Design minority_bist, sky130hd; sources not shown.
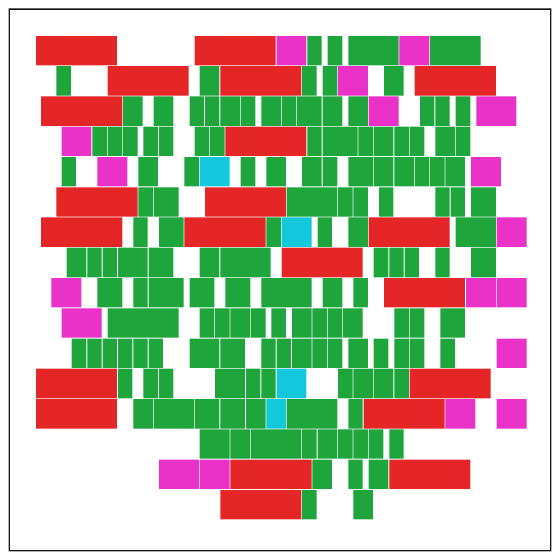
(run_1/class_map.png)
legend:
  remaining logic cells:
    colour: green
    cells: 148
  clock drivers and dummy loads:
    colour: cyan
    cells: 4
  registers:
    colour: red
    cells: 21
  remaining buffers and delay cells:
    colour: magenta
    cells: 18
Site Rows: 16
design area: 1370 sq um
Seq area share: 0.307
fin util: 0.713
Core ar.: 1920 sq um

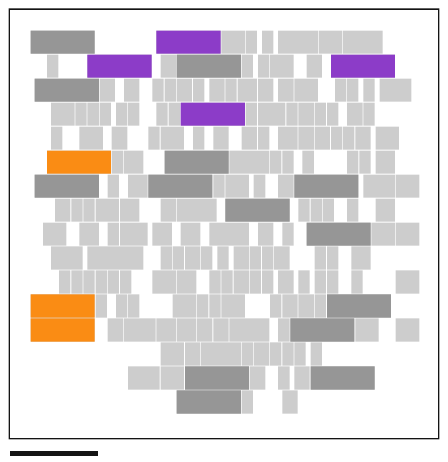
(run_1/ff_map.png)
The bar under the picture is 10 um long.
legend:
  `state`:
    colour: orange
    placed_flops: 3
  `err_count`:
    colour: purple
    placed_flops: 4
not coloured: 14
Storage cell area: 420 sq um
sequential group power: 393 uW

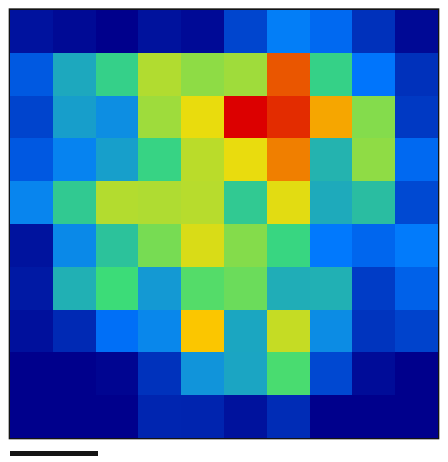
(run_1/route_heat.png)
The bar under the picture is 10 um long. The die is cut into 10 by 10 equal tiles; dark blue is low, red is high, scaled to the fullest tile. Values are wire area over tile area, all layers added.
emptiest ninth of the die: south-west
tiles over half the peak: 26%
nearly empty tiles: 12%
WL final: 2690 um
vias post-DR: 1,159
drt wl/cell: 12.3 um

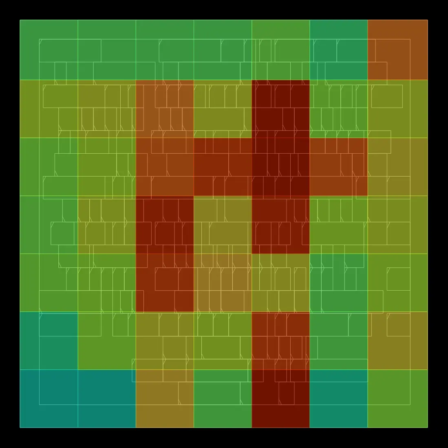
(run_1/congestion_map.png)
met3 GRT Util: 0.0525
GRT Total Usage: 0.259
met1 usage: 0.321

==> reports/qor.txt, run 1 <==
Share of layout cells above drive strength 1 - 0.188
Met2 usage - 0.431
Synth cell count leaders - nand2_1, inv_1, dfxtp_1
Worst VDD drop - 0.520 mV
First-pass GRT wire length - 4840 um
Pre-CTS WS - 0.613 ns
Post-CTS Setup Repair Bufs - 0
Power density over cell area - 722 nW/um^2
Count of library flops with an enable pin - 0
Commonest non-fill, non-tap cells in the layout - nand2_1, inv_1, dfxtp_1, nor2_1, buf_4
Flip-flops - 21
Worst-path fanout max - 6
Grt ovf - 0
Combinational share of cell area - 0.463
Buffer share of cell area - 0.104
Post-synth seq share - 0.359
Clock group power - 166 uW
Largest power group - combinational logic
CTS tree - done
Top non-seq family - simple AND/OR/NAND/NOR gates
OpenROAD warnings - 27
CLK BUF - 3
Synth cell types - 25
Max_cap viols - 0
Area growth syn-to-layout - 17.1%
Net Sw Power - 460 uW
Synth async-reset ratio - 0
RSZ-0062 raised after global routing - false
CTS root buf - clkbuf_4
Final net count - 201
Post-route insts no fill - 218
Crit. End Element - flip-flop
Hold Path Depth - 2
MUX area fraction - 0
Inverters - 29
Max layer used - met4
Setup Crit Path Kind - flip-flop to flip-flop
Initial DRC count - 44
Routability cong. - 0.897
Number of global-route vias before repair - 1,179
Most numerous cell in the Yosys netlist - nand2_1
Port bufs - 17
Pint - 529 uW
Drt via density - 5.32
Sw frac - 0.465
Seq cells post-synth - 21
Drt pass-1 iters - 4
Comb. pwr - 430 uW
Final Hold Vio Count - 0
CTS resizes - 0
Largest stage delay, worst path - 0.39 ns
Simple-Gate Fraction of Synth Area - 0.356
H-tree depth - 1
CTS buffer count - 3
Yosys adder share - 0.0535
Static Leak - 0.000633 uW
Total power - 989 uW
Placed Instances - 214
Slowest stage cell, crit path - dfxtp_1
WP buf/inv - 1
Floorplan Utilization - 0.609
Tmin final - 1.74 ns
Chip area - 2360 sq um
FMAX - 0.573 GHz
Commonest flop - dfxtp_1
Chip Area, Yosys - 1170 sq um
Floorplan Nets - 179
Setup TNS - 0 ns
Met2 wire len - 1310 um
Wire length on met3 - 179 um
Leading area contributor after synthesis - dfxtp_1
Top cell excl fill/tap - nand2_1
Clk slew on worst S/H paths - 0.13 ns
Worst Hold Class - flip-flop to flip-flop
# hold bufs at CTS - 0
Top class by area - combinational gates
Xor+xnor area frac - 0.00749
Post-Synthesis Cells - 170
Sequential Power Share - 0.397
Status - finished, final reports clean
WP depth - 8
Final WS setup - 0.856 ns
Synthesized area per cell - 6.88 sq um
Yosys Instances - 170
Max Slew Vio Count - 0
Drc violations - 0
Multi-In Gates - 119
Skew final - 0.00140 ns
DP Area - 1340 sq um
Ys Warns - 0
Logic area - 634 sq um
Final setup viols - 0
CP required - 2.85 ns
R2R Setup Slk - 0.86 ns
Complex Gates by Area - 0.125
Depth of the worst register-to-register path - 8
M1 WL - 1160 um
==> run 2: changes to the inputs <==
--- a/config.mk
+++ b/config.mk
@@ -7,10 +7,10 @@
 export LEC_CHECK = 0
 export ABC_AREA = 1
 export CORE_MARGIN = 2
-export CORE_UTILIZATION = 59
+export CORE_UTILIZATION = 50
 export CTS_BUF_LIST = sky130_fd_sc_hd__clkbuf_4
 export DETAILED_ROUTE_END_ITERATION = 10
-export PLACE_DENSITY = 0.9
+export PLACE_DENSITY = 0.82
 export SLEW_MARGIN = 20
 export SYNTH_ARGS = -nofsm -noshare
 export SYNTH_HDL_FRONTEND = slang
==> constraint.sdc (replaced) <==
create_clock -name clk -period 1.4 [get_ports clk]
set_input_delay 0.28 -clock clk [delete_from_list [all_inputs] [get_ports clk]]
set_output_delay 0.28 -clock clk [all_outputs]
set_load 0.1 [all_outputs]
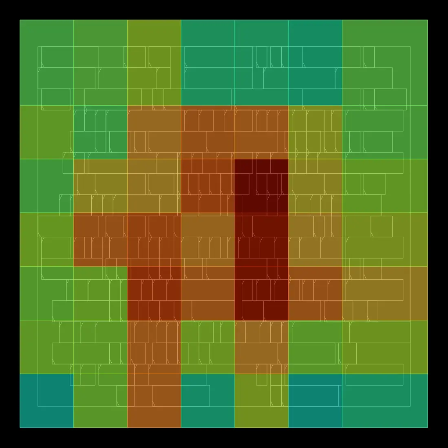
(run_2/congestion_map.png)
GRT Total Usage: 0.243
met2 usage: 0.431
met3 GRT Util: 0.0371
grt peak-use layer: met2

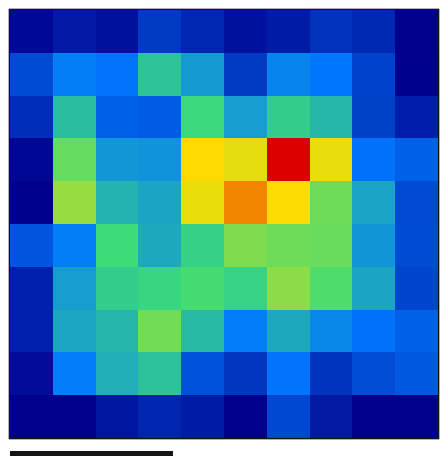
(run_2/route_heat.png)
The bar under the picture is 20 um long. The die is cut into 10 by 10 equal tiles; dark blue is low, red is high, scaled to the fullest tile. Values are wire area over tile area, all layers added.
nearly empty tiles: 10%
densest ninth of the die: centre
fullest tile: 0.65
mean over tiles: 0.19
vias post-DR: 1,260
WL final: 3200 um
drt wl/cell: 13.8 um

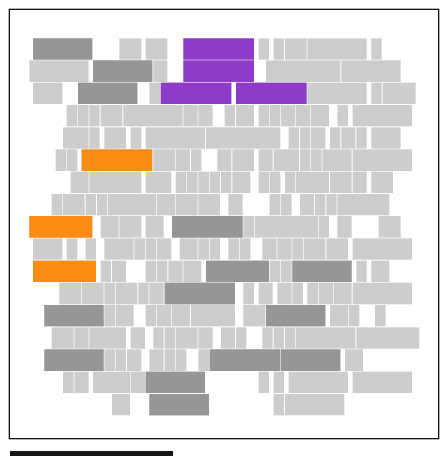
(run_2/ff_map.png)
The bar under the picture is 20 um long.
legend:
  `state`:
    colour: orange
    placed_flops: 3
  `err_count`:
    colour: purple
    placed_flops: 4
    where: north
not coloured: 14
Storage cell area: 454 sq um
sequential group power: 744 uW
fin util: 0.802

==> reports/qor.txt, run 2 <==
RSZ-0062 raised after global routing - true
Most numerous cell in the Yosys netlist - nand2_1
Seq cells post-synth - 21 (unchanged)
Wire length on met3 - 151 um (-16%)
Pre-CTS WS - -0.272 ns (-0.885 ns)
Max layer used - met4
Failing checks - setup timing
Worst VDD drop - 1.11 mV (+110%)
Yosys adder share - 0.0535 (unchanged)
Depth of the worst register-to-register path - 8 (unchanged)
Post-synth seq share - 0.359 (unchanged)
Count of library flops with an enable pin - 0 (unchanged)
Floorplan Utilization - 0.529 (-0.0799)
Buffer share of cell area - 0.234 (+0.130)
M1 WL - 1230 um (+5.8%)
CTS root buf - clkbuf_4
H-tree depth - 1 (unchanged)
Drt pass-1 iters - 4 (unchanged)
Net Sw Power - 920 uW (+100%)
Commonest flop - dfxtp_1
Chip area - 2740 sq um (+16%)
Final WS setup - -0.0700 ns (-0.926 ns)
Flip-flops - 21 (unchanged)
Design area - 1770 sq um (+29%)
Slowest stage cell, crit path - dfxtp_4
Top class by area - combinational gates
Sequential Power Share - 0.357 (-0.040)
Clock group power - 319 uW (+92%)
Leading area contributor after synthesis - dfxtp_1
Yosys Instances - 170 (unchanged)
Inverters - 29 (unchanged)
R2R Setup Slk - -0.07 ns (-0.93 ns)
WP depth - 8 (unchanged)
Number of global-route vias before repair - 1,159 (-1.7%)
Delay-heaviest family, CP - AND-OR/OR-AND gates
Ranking of synthesized cells by area - dfxtp_1, nand2_1, inv_1
Skew final - 0.00388 ns (+0.00248 ns)
Largest power group - combinational logic
Complex Gates by Area - 0.125 (unchanged)
Top non-seq family - simple AND/OR/NAND/NOR gates
Final Hold Vio Count - 0 (unchanged)
CP required - 1.66 ns (-1.19 ns)
Placed Instances - 225 (+5.1%)
Met2 wire len - 1720 um (+32%)
Max transition margin - 0.815
CTS buffer count - 3 (unchanged)
First-pass GRT wire length - 4890 um (+1.2%)
Final net count - 214 (+6.5%)
Xor+xnor area frac - 0.00749 (unchanged)
Status - finished with violations
Port bufs - 17 (unchanged)
Area growth syn-to-layout - 51.7%
Logic pwr share - 0.490
Max Slew Vio Count - 0 (unchanged)
Tmin final - 1.47 ns (-0.274 ns)
Max_cap viols - 0 (unchanged)
Post-route insts no fill - 232 (+6.4%)
Ys Warns - 0 (unchanged)
WP buf/inv - 1 (unchanged)
Setup TNS - -0.229 ns (-0.229 ns)
Total power - 2090 uW (+110%)
Comb. pwr - 1020 uW (+140%)
Chip Area, Yosys - 1170 sq um (unchanged)
Initial DRC count - 26 (-41%)
Clk slew on worst S/H paths - 0.11 ns (-0.02 ns)
Routability cong. - 0.917 (+2.3%)
DP Area - 1660 sq um (+23%)
Setup Crit Path Kind - flip-flop to flip-flop
Grt ovf - 0 (unchanged)
Final setup viols - 8 (+8)
Drt via density - 5.43 (+2.2%)
Synth cell count leaders - nand2_1, inv_1, dfxtp_1
Top cell excl fill/tap - nand2_1
Multi-In Gates - 119 (unchanged)
Hold Path Depth - 2 (unchanged)
Simple-Gate Fraction of Synth Area - 0.356 (unchanged)
Seq area share - 0.256 (-0.0509)
Share of layout cells above drive strength 1 - 0.348 (+0.160)
Worst Hold Class - flip-flop to flip-flop
Post-CTS Setup Repair Bufs - 0 (unchanged)
Drc violations - 0 (unchanged)
Pint - 1170 uW (+120%)
Sw frac - 0.441 (-0.0242)
Commonest non-fill, non-tap cells in the layout - nand2_1, inv_1, nor2_1, buf_12, buf_4
CTS resizes - 6 (+6)
Power figures rest on the tool's default switching activity, not on a simulated workload.
